===== src/rtl/eth_frame_ctrl.sv =====
// eth_frame_ctrl - command sequencer for the iob_eth CPU register interface.
//
// Runs INIT / SEND / RECV sequences against the iob_eth register bus so the
// CPU only issues one command and waits for done.
//
// Ports:
//   clk_i, rst_i            clock, synchronous active-high reset
//   cmd_valid_i/cmd_op_i    command request (0=INIT 1=SEND 2=RECV 3=illegal)
//   cmd_nbytes_i            payload length for SEND/RECV
//   cmd_ready_o, busy_o     idle / command in progress
//   done_o, status_o        end pulse, result (0=OK 1=INIT_FAIL 2=TIMEOUT 3=BAD_CMD)
//   pl_raddr_o/pl_rdata_i   payload RAM read port (1-cycle latency)
//   pl_waddr_o/pl_wdata_o/pl_we_o  payload RAM write port
//   eth_sel_o/eth_we_o/eth_addr_o/eth_data_in_o/eth_data_out_i  iob_eth bus
//
// Optional feature: define ETH_CTRL_RX_TIMEOUT_EN to make RECV give up with
// status=2 after RX_TIMEOUT status reads without the RX-ready bit.

`ifndef ETH_ADDR_W
`define ETH_ADDR_W 12
`endif
`ifndef ETH_STATUS
`define ETH_STATUS 0
`endif
`ifndef ETH_SEND
`define ETH_SEND 1
`endif
`ifndef ETH_RCVACK
`define ETH_RCVACK 2
`endif
`ifndef ETH_SOFTRST
`define ETH_SOFTRST 4
`endif
`ifndef ETH_DUMMY
`define ETH_DUMMY 5
`endif
`ifndef ETH_TX_NBYTES
`define ETH_TX_NBYTES 6
`endif
`ifndef ETH_RX_NBYTES
`define ETH_RX_NBYTES 7
`endif
`ifndef ETH_DATA
`define ETH_DATA 2048
`endif
`ifndef ETH_MAC_ADDR
`define ETH_MAC_ADDR 48'h0123_4567_89AB
`endif
`ifndef ETH_RMAC_ADDR
`define ETH_RMAC_ADDR 48'h001B_213C_4D5E
`endif

module eth_frame_ctrl #(
  parameter int          ETH_ADDR_W = `ETH_ADDR_W,
  parameter logic [47:0] DST_MAC    = `ETH_RMAC_ADDR,
  parameter logic [47:0] SRC_MAC    = `ETH_MAC_ADDR,
  parameter int          NB_W       = 11,
`ifdef ETH_CTRL_RX_TIMEOUT_EN
  parameter int          RX_TIMEOUT = 5000,
`endif
  parameter int          NBYTES_MAX = 1500
) (
  input  logic                  clk_i,
  input  logic                  rst_i,
  input  logic                  cmd_valid_i,
  input  logic [1:0]            cmd_op_i,
  input  logic [NB_W-1:0]       cmd_nbytes_i,
  output logic                  cmd_ready_o,
  output logic                  busy_o,
  output logic                  done_o,
  output logic [1:0]            status_o,
  output logic [NB_W-1:0]       pl_raddr_o,
  input  logic [7:0]            pl_rdata_i,
  output logic [NB_W-1:0]       pl_waddr_o,
  output logic [7:0]            pl_wdata_o,
  output logic                  pl_we_o,
  output logic                  eth_sel_o,
  output logic                  eth_we_o,
  output logic [ETH_ADDR_W-1:0] eth_addr_o,
  output logic [31:0]           eth_data_in_o,
  input  logic [31:0]           eth_data_out_i
);

  localparam logic [ETH_ADDR_W-1:0] A_STATUS = ETH_ADDR_W'(`ETH_STATUS);
  localparam logic [ETH_ADDR_W-1:0] A_SEND   = ETH_ADDR_W'(`ETH_SEND);
  localparam logic [ETH_ADDR_W-1:0] A_RCVACK = ETH_ADDR_W'(`ETH_RCVACK);
  localparam logic [ETH_ADDR_W-1:0] A_SRST   = ETH_ADDR_W'(`ETH_SOFTRST);
  localparam logic [ETH_ADDR_W-1:0] A_DUMMY  = ETH_ADDR_W'(`ETH_DUMMY);
  localparam logic [ETH_ADDR_W-1:0] A_TXN    = ETH_ADDR_W'(`ETH_TX_NBYTES);
  localparam logic [ETH_ADDR_W-1:0] A_RXN    = ETH_ADDR_W'(`ETH_RX_NBYTES);
  localparam logic [ETH_ADDR_W-1:0] A_DATA   = ETH_ADDR_W'(`ETH_DATA);
  localparam logic [31:0]           DUMMY_V  = 32'hDEAD_BEEF;
  localparam logic [NB_W-1:0]       NB_MIN   = NB_W'(46);
  localparam logic [NB_W-1:0]       NB_MAX   = NB_W'(NBYTES_MAX);

  typedef enum logic [4:0] {
    S_IDLE, S_RST_HI, S_RST_LO, S_POLL_RXCLK, S_POLL_PLL, S_INI_TXN, S_INI_RXN,
    S_DUMMY_WR, S_DUMMY_RD, S_TX_POLL, S_TX_LEN, S_TX_HDR, S_TX_PL, S_TX_GO,
    S_RX_LEN, S_RX_POLL, S_RX_DATA, S_RX_ACK, S_DONE
  } state_e;

  state_e          state_q, state_d;
  logic            ph_q, ph_d;          // bus-read / RAM-read phase within a state
  logic [NB_W-1:0] cnt_q, cnt_d;        // header index or payload byte index
  logic [NB_W-1:0] nb_q, nb_d;
  logic [1:0]      status_q, status_d;
  logic            init_ok_q, init_ok_d;
`ifdef ETH_CTRL_RX_TIMEOUT_EN
  logic [31:0]     to_q, to_d;          // completed RX status reads
`endif

  logic last_byte;
  logic nb_ok;
  assign last_byte = (cnt_q == nb_q - NB_W'(1));
  assign nb_ok     = (cmd_nbytes_i >= NB_MIN) && (cmd_nbytes_i <= NB_MAX);

  // Frame header: preamble, SFD, destination MAC, source MAC, ethertype 0x0800.
  function automatic logic [7:0] hdr_byte(input logic [4:0] i);
    int          n;
    logic [47:0] sh;
    n  = int'(i);
    sh = '0;
    hdr_byte = 8'h55;
    if (n == 15) hdr_byte = 8'hD5;
    else if (n >= 16 && n <= 21) begin
      sh = DST_MAC >> (8 * (21 - n));
      hdr_byte = sh[7:0];
    end else if (n >= 22 && n <= 27) begin
      sh = SRC_MAC >> (8 * (27 - n));
      hdr_byte = sh[7:0];
    end else if (n == 28) hdr_byte = 8'h08;
    else if (n == 29) hdr_byte = 8'h00;
  endfunction

  always_ff @(posedge clk_i) begin
    if (rst_i) begin
      state_q   <= S_IDLE;
      ph_q      <= 1'b0;
      cnt_q     <= '0;
      nb_q      <= '0;
      status_q  <= 2'd0;
      init_ok_q <= 1'b0;
`ifdef ETH_CTRL_RX_TIMEOUT_EN
      to_q      <= '0;
`endif
    end else begin
      state_q   <= state_d;
      ph_q      <= ph_d;
      cnt_q     <= cnt_d;
      nb_q      <= nb_d;
      status_q  <= status_d;
      init_ok_q <= init_ok_d;
`ifdef ETH_CTRL_RX_TIMEOUT_EN
      to_q      <= to_d;
`endif
    end
  end

  always_comb begin
    state_d       = state_q;
    ph_d          = ph_q;
    cnt_d         = cnt_q;
    nb_d          = nb_q;
    status_d      = status_q;
    init_ok_d     = init_ok_q;
`ifdef ETH_CTRL_RX_TIMEOUT_EN
    to_d          = to_q;
`endif
    cmd_ready_o   = 1'b0;
    busy_o        = (state_q != S_IDLE);
    done_o        = 1'b0;
    status_o      = 2'd0;
    pl_raddr_o    = '0;
    pl_waddr_o    = '0;
    pl_wdata_o    = 8'h00;
    pl_we_o       = 1'b0;
    eth_sel_o     = 1'b0;
    eth_we_o      = 1'b0;
    eth_addr_o    = '0;
    eth_data_in_o = 32'h0;

    case (state_q)
      S_IDLE: begin
        cmd_ready_o = 1'b1;
        if (cmd_valid_i) begin
          nb_d  = cmd_nbytes_i;
          cnt_d = '0;
          ph_d  = 1'b0;
`ifdef ETH_CTRL_RX_TIMEOUT_EN
          to_d  = '0;
`endif
          // Illegal requests finish with BAD_CMD and never touch the bus.
          status_d = 2'd3;
          state_d  = S_DONE;
          case (cmd_op_i)
            2'd0: state_d = S_RST_HI;
            2'd1: if (nb_ok && init_ok_q) state_d = S_TX_POLL;
            2'd2: if (nb_ok && init_ok_q) state_d = S_RX_LEN;
            default: state_d = S_DONE;
          endcase
        end
      end
      S_RST_HI: begin
        {eth_sel_o, eth_we_o} = 2'b11;
        eth_addr_o    = A_SRST;
        eth_data_in_o = 32'd1;
        state_d       = S_RST_LO;
      end
      S_RST_LO: begin
        {eth_sel_o, eth_we_o} = 2'b11;
        eth_addr_o    = A_SRST;
        eth_data_in_o = 32'd0;
        state_d       = S_POLL_RXCLK;
      end
      S_POLL_RXCLK, S_POLL_PLL, S_TX_POLL, S_RX_POLL: begin
        // Two-cycle status read: select, then sample with select low.
        if (!ph_q) begin
          eth_sel_o  = 1'b1;
          eth_addr_o = A_STATUS;
          ph_d       = 1'b1;
        end else begin
          ph_d = 1'b0;
          if (state_q == S_POLL_RXCLK) begin
            if (eth_data_out_i[3]) state_d = S_POLL_PLL;
          end else if (state_q == S_POLL_PLL) begin
            if (eth_data_out_i[15]) state_d = S_INI_TXN;
          end else if (state_q == S_TX_POLL) begin
            if (eth_data_out_i[0]) state_d = S_TX_LEN;
          end else begin
            if (eth_data_out_i[1]) begin
              cnt_d   = '0;
              state_d = S_RX_DATA;
            end
`ifdef ETH_CTRL_RX_TIMEOUT_EN
            else if (to_q == 32'(RX_TIMEOUT - 1)) begin
              status_d = 2'd2;
              state_d  = S_DONE;
            end else begin
              to_d = to_q + 32'd1;
            end
`endif
          end
        end
      end
      S_INI_TXN: begin
        {eth_sel_o, eth_we_o} = 2'b11;
        eth_addr_o    = A_TXN;
        eth_data_in_o = 32'd46;
        state_d       = S_INI_RXN;
      end
      S_INI_RXN: begin
        {eth_sel_o, eth_we_o} = 2'b11;
        eth_addr_o    = A_RXN;
        eth_data_in_o = 32'd46;
        state_d       = S_DUMMY_WR;
      end
      S_DUMMY_WR: begin
        {eth_sel_o, eth_we_o} = 2'b11;
        eth_addr_o    = A_DUMMY;
        eth_data_in_o = DUMMY_V;
        state_d       = S_DUMMY_RD;
      end
      S_DUMMY_RD: begin
        if (!ph_q) begin
          eth_sel_o  = 1'b1;
          eth_addr_o = A_DUMMY;
          ph_d       = 1'b1;
        end else begin
          ph_d      = 1'b0;
          init_ok_d = (eth_data_out_i == DUMMY_V);
          status_d  = (eth_data_out_i == DUMMY_V) ? 2'd0 : 2'd1;
          state_d   = S_DONE;
        end
      end
      S_TX_LEN: begin
        {eth_sel_o, eth_we_o} = 2'b11;
        eth_addr_o    = A_TXN;
        eth_data_in_o = 32'(nb_q);
        cnt_d         = '0;
        state_d       = S_TX_HDR;
      end
      S_TX_HDR: begin
        {eth_sel_o, eth_we_o} = 2'b11;
        eth_addr_o    = A_DATA + ETH_ADDR_W'(cnt_q);
        eth_data_in_o = {24'h0, hdr_byte(cnt_q[4:0])};
        if (cnt_q == NB_W'(29)) begin
          cnt_d   = '0;
          ph_d    = 1'b0;
          state_d = S_TX_PL;
        end else begin
          cnt_d = cnt_q + NB_W'(1);
        end
      end
      S_TX_PL: begin
        // Address held through both phases so RAM data lines up in phase 1.
        pl_raddr_o = cnt_q;
        if (!ph_q) begin
          ph_d = 1'b1;
        end else begin
          {eth_sel_o, eth_we_o} = 2'b11;
          eth_addr_o    = A_DATA + ETH_ADDR_W'(30) + ETH_ADDR_W'(cnt_q);
          eth_data_in_o = {24'h0, pl_rdata_i};
          ph_d          = 1'b0;
          if (last_byte) state_d = S_TX_GO;
          else           cnt_d   = cnt_q + NB_W'(1);
        end
      end
      S_TX_GO: begin
        {eth_sel_o, eth_we_o} = 2'b11;
        eth_addr_o    = A_SEND;
        eth_data_in_o = 32'(`ETH_SEND);
        status_d      = 2'd0;
        state_d       = S_DONE;
      end
      S_RX_LEN: begin
        {eth_sel_o, eth_we_o} = 2'b11;
        eth_addr_o    = A_RXN;
        eth_data_in_o = 32'(nb_q);
        ph_d          = 1'b0;
        state_d       = S_RX_POLL;
      end
      S_RX_DATA: begin
        // Received frame payload starts after the 14-byte MAC header.
        if (!ph_q) begin
          eth_sel_o  = 1'b1;
          eth_addr_o = A_DATA + ETH_ADDR_W'(14) + ETH_ADDR_W'(cnt_q);
          ph_d       = 1'b1;
        end else begin
          pl_we_o    = 1'b1;
          pl_waddr_o = cnt_q;
          pl_wdata_o = eth_data_out_i[7:0];
          ph_d       = 1'b0;
          if (last_byte) state_d = S_RX_ACK;
          else           cnt_d   = cnt_q + NB_W'(1);
        end
      end
      S_RX_ACK: begin
        {eth_sel_o, eth_we_o} = 2'b11;
        eth_addr_o    = A_RCVACK;
        eth_data_in_o = 32'd1;
        status_d      = 2'd0;
        state_d       = S_DONE;
      end
      S_DONE: begin
        done_o   = 1'b1;
        status_o = status_q;
        state_d  = S_IDLE;
      end
      default: state_d = S_IDLE;
    endcase
  end

endmodule

===== config.mk =====
export PLATFORM = sky130hd
export DESIGN_NAME = eth_frame_ctrl
export DESIGN_NICKNAME = d
export VERILOG_FILES = /design/src/rtl/eth_frame_ctrl.sv
export SDC_FILE = /design/constraint.sdc
export NUM_CORES = 1
export LEC_CHECK = 0
export CAP_MARGIN = 10
export CORE_MARGIN = 2
export CORE_UTILIZATION = 42
export CTS_CLUSTER_DIAMETER = 30
export DETAILED_ROUTE_END_ITERATION = 10
export GPL_ROUTABILITY_DRIVEN = 0
export PLACE_DENSITY = 0.83
export SYNTH_ARGS = -nofsm -noshare
export SYNTH_HDL_FRONTEND = slang
export SYNTH_SLANG_ARGS = --single-unit

===== constraint.sdc =====
create_clock -name clk_i -period 2.65 [get_ports clk_i]
set_input_delay 0.6625 -clock clk_i [delete_from_list [all_inputs] [get_ports clk_i]]
set_output_delay 0.6625 -clock clk_i [all_outputs]
set_load 0.02 [all_outputs]

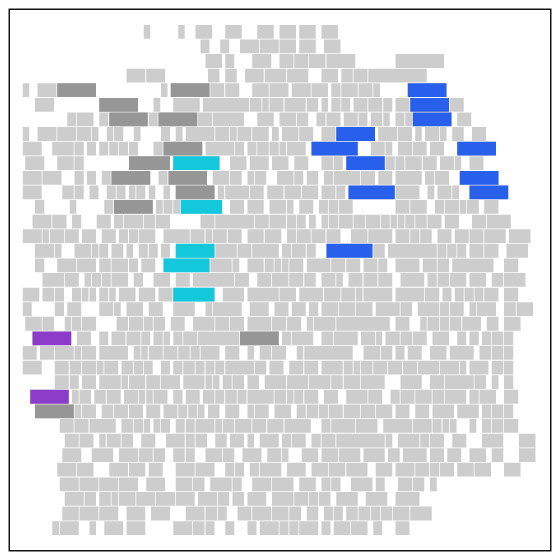
run_1/ff_map.png
Other sequential cells in the stronger gray, the rest of the logic in the fainter gray.
cyan -> state_q  # placed flops 5
purple -> status_q  # placed flops 2
blue -> cnt_q  # placed flops 11, where upper right
not colored = 13
sequential cell area share: 9.77%
register cell area after layout: 643 µm²

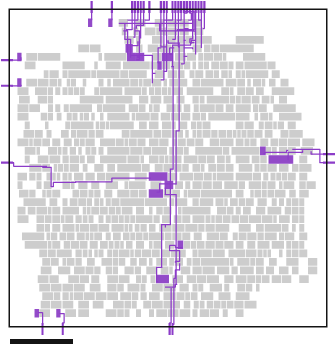
run_1/port_trees.png
The bar under the picture is 20 µm long.
purple -> eth_data_in_o  # bits 32, direction output, end cells 18, buffers 27, wire 677 µm
Top-Level Pins: 138
I/O Buffers: 131

==> flow_summary.json, run 1 <==
{
  "cts.htree.levels": 2,
  "setup_tns_ps": -3380,
  "chipArea_mm2": 0.0101,
  "end_kind": "output port",
  "synth-edff-count": 0,
  "p_int_uw": 2020,
  "hold_viol": 0,
  "max_cap_viol_count": 0,
  "postSynthCellCount": 574,
  "setup_viol": 18,
  "clockBufferDepth": 2,
  "maxSlewViolCount": 0,
  "path_class": "flip-flop to output port",
  "path_clk_slew_ps": 80,
  "fin_crit_sh_pct": 116,
  "ys.flops": 31,
  "holdWs_ps": 489,
  "violations": "setup timing",
  "lay_top_count": "buf_4",
  "cts_tree": "yes",
  "powerDensity_mw_per_mm2": 583,
  "crit_arrival_ps": 2420,
  "status": "finished with violations",
  "irDropWorstVdd_mv": 0.601,
  "drt_wl_total_um": 18800,
  "grt_pass1_wl_um": 28000,
  "ant_nets": 0,
  "fmax_ghz": 0.325,
  "cp_cell_sequence": "buf_6 -> ha_4 -> nand2_2 -> o211ai_1 -> buf_4 -> o21ai_2 -> a21oi_2 -> a21oi_2 -> a221o_1 -> buf_6",
  "clock_latency_ps": 300,
  "fp.dieH_um": 101,
  "tool_warnings": 38,
  "p_comb_share_pct": 69.4,
  "switching_share_pct": 47.3,
  "synth_cell_types": 70,
  "drive_gt1_share_pct": 37.0,
  "pwr-share-seq_pct": 17.8,
  "grt_pass1_vias": 5699,
  "ys_seq_share_pct": 15.8,
  "avgSynthCellArea_um2": 6.83,
  "layout_min_cycle_time_ps": 3080,
  "initial_core_util_pct": 42.8,
  "worst_slack_ps": -429
}
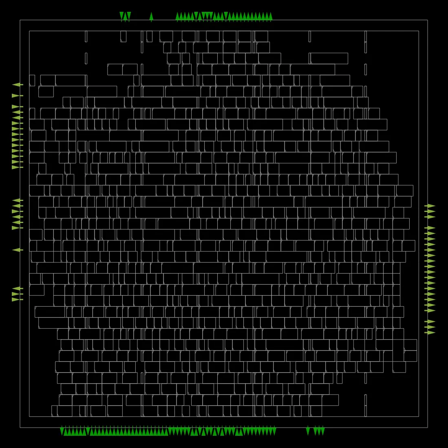
run_1/placed.png
core box area: 0.00915 mm²
Site Rows: 35
final std cells w/o fill: 913
fin util: 71.9%

run 1: power by group through the flow:
stage	Combinational (µW)	Sequential [µW]	Clock, µW
after floorplan	1360	632	0
after global placement	2250	656	0
after detailed placement	2310	666	0
after CTS	2400	670	483
after global routing	2800	686	509
final	2660	683	491
run 1: cell usage after synthesis, drive strengths merged, types with 3 or more instances:
cell / number / area share (%)
or4: 10 / 1.9
a21oi: 50 / 6.4
nor3: 21 / 2.8
nand2b: 11 / 1.8
a31oi: 8 / 1.3
a221oi: 9 / 2.0
o211ai: 9 / 1.7
a22oi: 3 / 0.57
or2: 4 / 0.64
and3: 9 / 1.4
nor3b: 3 / 0.57
or3: 3 / 0.48
o21ai: 50 / 6.5
nor2b: 6 / 0.96
ha: 15 / 4.8
nor4: 6 / 1.7
and2: 34 / 5.4
dfxtp: 31 / 16
nand3b: 5 / 0.96
a211oi: 5 / 0.96
buf: 36 / 5.8
nand4b: 7 / 1.6
o22ai: 5 / 0.80
o31ai: 7 / 1.3
inv: 15 / 1.4
nand2: 56 / 5.4
nand4: 3 / 0.48
nor2: 33 / 3.2
clkbuf: 24 / 2.3
mux2i: 4 / 1.0
xor2: 3 / 0.67
nand3: 35 / 4.5
a21o: 6 / 1.1
xnor2: 13 / 2.9
o21a: 4 / 0.77
run 1: metal layers:
layer	share of wire, %	vias to the layer above	wire length [µm]	track usage, %
met5	0	-	0	0
met4	8.1	0	1520	22.3
met3	9.9	163	1870	7.14
met2	48	492	9070	61.0
met1	34	2663	6360	37.3
li1	-	2533	-	-
run 1: stage by stage:
stage,utilization [%],area [µm²]
6_report,71.9,6580
5_1_grt,71.9,6580
4_1_cts,70.9,6490
3_5_place_dp,65.9,6030
3_3_place_gp,65.9,6030
2_1_floorplan,-,4000
run 1: timing repair:
item | CTS | global route
buffers inserted | 17 | 7
endpoints found under the hold margin | 0 | 0
pin swaps | 28 | 24
endpoints found under the setup margin | 76 | 61
resized | 284 | 87
run 1: sequential cells by signal (all words and copies together) (netlist names):
signal	flops
status_q	2
ph_q	1
nb_q	11
state_q	5
cnt_q	11
init_ok_q	1
run 1: final timing paths:
check / start / end / slack [ps] / depth (start not counted)
hold / removal: status_q[1] / status_q[1] / 490 / 2
hold reg to reg: status_q[1] / status_q[1] / 490 / 2
setup / recovery: cnt_q[2] / eth_data_in_o[4] / -430 / 10
setup reg to reg: state_q[4] / cnt_q[6] / 70 / 10
run 1: cell type report:
| class | instances | area (µm²) |
|---|---|---|
| clock buffer | 5 | 68.8 |
| clock inverter | 3 | 43.8 |
| sequential | 31 | 643 |
| multi-input combinational | 472 | 3310 |
| tap | 111 | 139 |
| timing repair buffer | 275 | 2310 |
| inverter | 16 | 66.3 |
| fill | 640 | 2570 |
run 1: cells by family (layout without fill, tap and decap cells):
family | after synthesis | after routing | synth area share (%)
multiplexers | 5 | 5 | 1.31
other | 1 | 6 | 0.0956
AND-OR/OR-AND | 176 | 176 | 28.5
flip-flops | 31 | 31 | 15.8
buffers and inverters | 76 | 299 | 9.67
adder cells (fa/ha/maj) | 17 | 17 | 5.30
XOR/XNOR | 17 | 17 | 4.18
AND/OR/NAND/NOR | 251 | 251 | 35.2
run_1/layers.png
Only two layers are drawn.
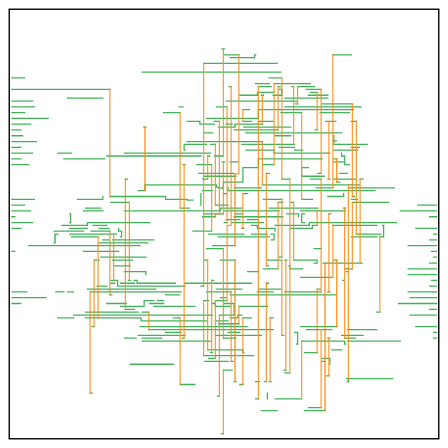

==> run 2, diff against run 1 <==
Settings changed: GPL_ROUTABILITY_DRIVEN 0 to unset.
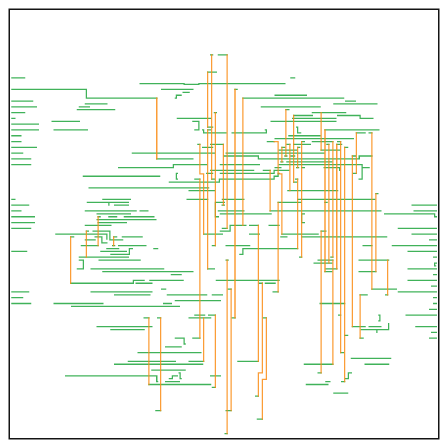
run_2/layers.png
Only two layers are drawn.
orange -> M4  # wire length 1120 µm
green -> M3  # wire length 1550 µm
Vias: 5663
final wirelength: 18100 µm

==> run 2 against run 1 <==
  * The flow still finishes with violations (setup timing)
  * Synthesized area stayed put
  * Routed wire length shrank 3.6%
  * Hold slack improved by 9.8 ps
  * Flip-flop count did not move
  * Clock-buffer cell count rose by 1
  * Critical path type unchanged
  * Sequential power shrank 0.7%
  * First-iteration DRC count decreased by 33%
==> flow_summary.json, run 2 <==
{
  "status": "finished with violations",
  "synth-edff-count": 0,
  "grt_pass1_vias": 5506,
  "max_cap_viol_count": 0,
  "violations": "setup timing",
  "setup_viol": 16,
  "num_rows": 35,
  "irDropWorstVdd_mv": 0.453,
  "cts.htree.levels": 2,
  "register_area_um2": 647,
  "n_fill_cell": 692,
  "fp.dieH_um": 101,
  "common_cells": "nand2_1, a21oi_1, o21ai_0",
  "pin_count": 138,
  "path_clk_slew_ps": 80,
  "ant_nets": 0,
  "core_area_mm2": 0.00915,
  "ys_seq_share_pct": 15.8,
  "chipArea_mm2": 0.0101,
  "layout_min_cycle_time_ps": 3000,
  "top_area_cell": "dfxtp_1",
  "end_kind": "output port",
  "powerDensity_mw_per_mm2": 559,
  "fin_crit_sh_pct": 113,
  "final_cells": 912,
  "tool_warnings": 38,
  "largestRegisters": "cnt_q x11, nb_q x11, state_q x5",
  "cts_tree": "yes",
  "path_class": "flip-flop to output port",
  "top_area_share_pct": 15.8,
  "clockBufferDepth": 2,
  "hold_viol": 0,
  "synth_top_cell_by_count": "nand2_1",
  "lay_top_count": "buf_4",
  "worst_slack_ps": -348,
  "drive_gt1_share_pct": 39.3,
  "initial_core_util_pct": 42.8,
  "crit_arrival_ps": 2340,
  "clock_latency_ps": 290,
  "maxSlewViolCount": 0,
  "holdWs_ps": 499,
  "synth_cell_types": 70,
  "ys.flops": 31
}
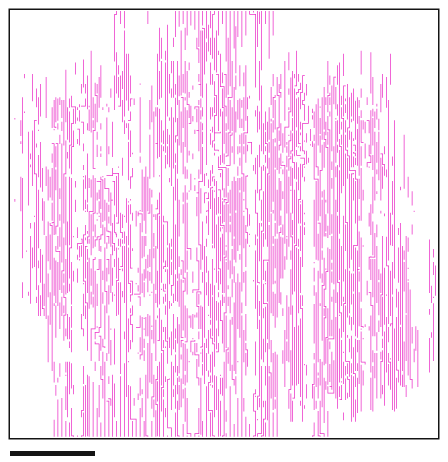
run_2/m2.png
The bar under the picture is 20 µm long.
longest straight run = 37.7 µm
nets with wire on the layer = 775
share of all routed wire = 49%
wire length on this layer = 8890 µm
GRT met2 Usage: 58.2%

[run 2: netlist changes by cell type in the layout (fill, tap and decap cells not counted), moves of 3 or more]
cell           delta
dlygate4sd2_1     -9
clkbuf_2          +6
buf_4             -5
buf_2             +4
ha_1              -4
a21oi_2           -3
ha_4              +3
nand2_4           +3
nor3_2            -3
[run 2: path summary, 6_finish.rpt]
path	cells past startpoint	slack [ps]	to	start
setup reg to reg	9	0	cnt_q[0]	state_q[3]
setup / recovery	11	-350	eth_data_in_o[1]	cnt_q[2]
hold / removal	2	500	nb_q[1]	nb_q[1]
hold reg to reg	2	500	nb_q[1]	nb_q[1]
[run 2: area by class of cell]
class	count	area share [%]
Clock buffer	6	1.09
Clock inverter	2	0.188
Inverter	16	0.994
Multi-Input combinational cell	472	51.6
Sequential cell	31	9.69
Tap cell	111	2.08
Timing Repair Buffer	274	34.4
[run 2: metrics by stage]
stage / power (µW) / cell area (µm²) / setup TNS (ps) / util [%]
floorplan: 1990 / 4000 / -13.1 / -
global placement: 2970 / 6070 / -7810 / 66.3
detailed placement: 3030 / 6070 / -9830 / 66.3
CTS: 3430 / 6460 / -1560 / 70.6
global route: 3920 / 6670 / -3960 / 72.9
finish: 3730 / 6670 / -2440 / 72.9
[run 2: kinds of logic after synthesis]
family	after synthesis	synth area share, %
compound gates	176	28.5
other cells	1	0.0956
simple gates	251	35.2
mux	5	1.31
xor+xnor	17	4.18
flops	31	15.8
fa+ha+maj	17	5.30
buf+inv	76	9.67
[run 2: power breakdown]
group          switching, µW  leakage (µW)  total (µW)  internal (µW)
Sequential               123      0.000258         678            556
Combinational           1450       0.00255        2680           1220
Clock                    193     0.0000412         377            183
Total                   1770       0.00285        3730           1960
[run 2: timing repair]
action | 4_1_cts | 5_1_grt
pin swaps | 25 | 28
setup endpoints to repair | 76 | 55
endpoints found under the hold margin | 0 | 0
gates resized | 286 | 129
setup buffers | 10 | 12
[run 2: layer usage]
metal | share of wire, % | vias up | global-route usage (%)
met2 | 49 | 409 | 58.2
met1 | 36 | 2614 | 38.5
met3 | 8.5 | 110 | 5.20
met4 | 6.2 | 0 | 19.6
met5 | 0 | - | 0
li1 | - | 2530 | -
[run 2: critical path: stages, from the launching register on]
cell and delay, ps:
dfxtp_4 390, buf_6 130, ha_4 160, nand2b_4 90, o211ai_1 140, buf_4 170
a21oi_4 170, nand2_2 100, inv_2 70, a21oi_1 50, o41ai_2 320, buf_2 240
Power and IR drop assume default switching activity.
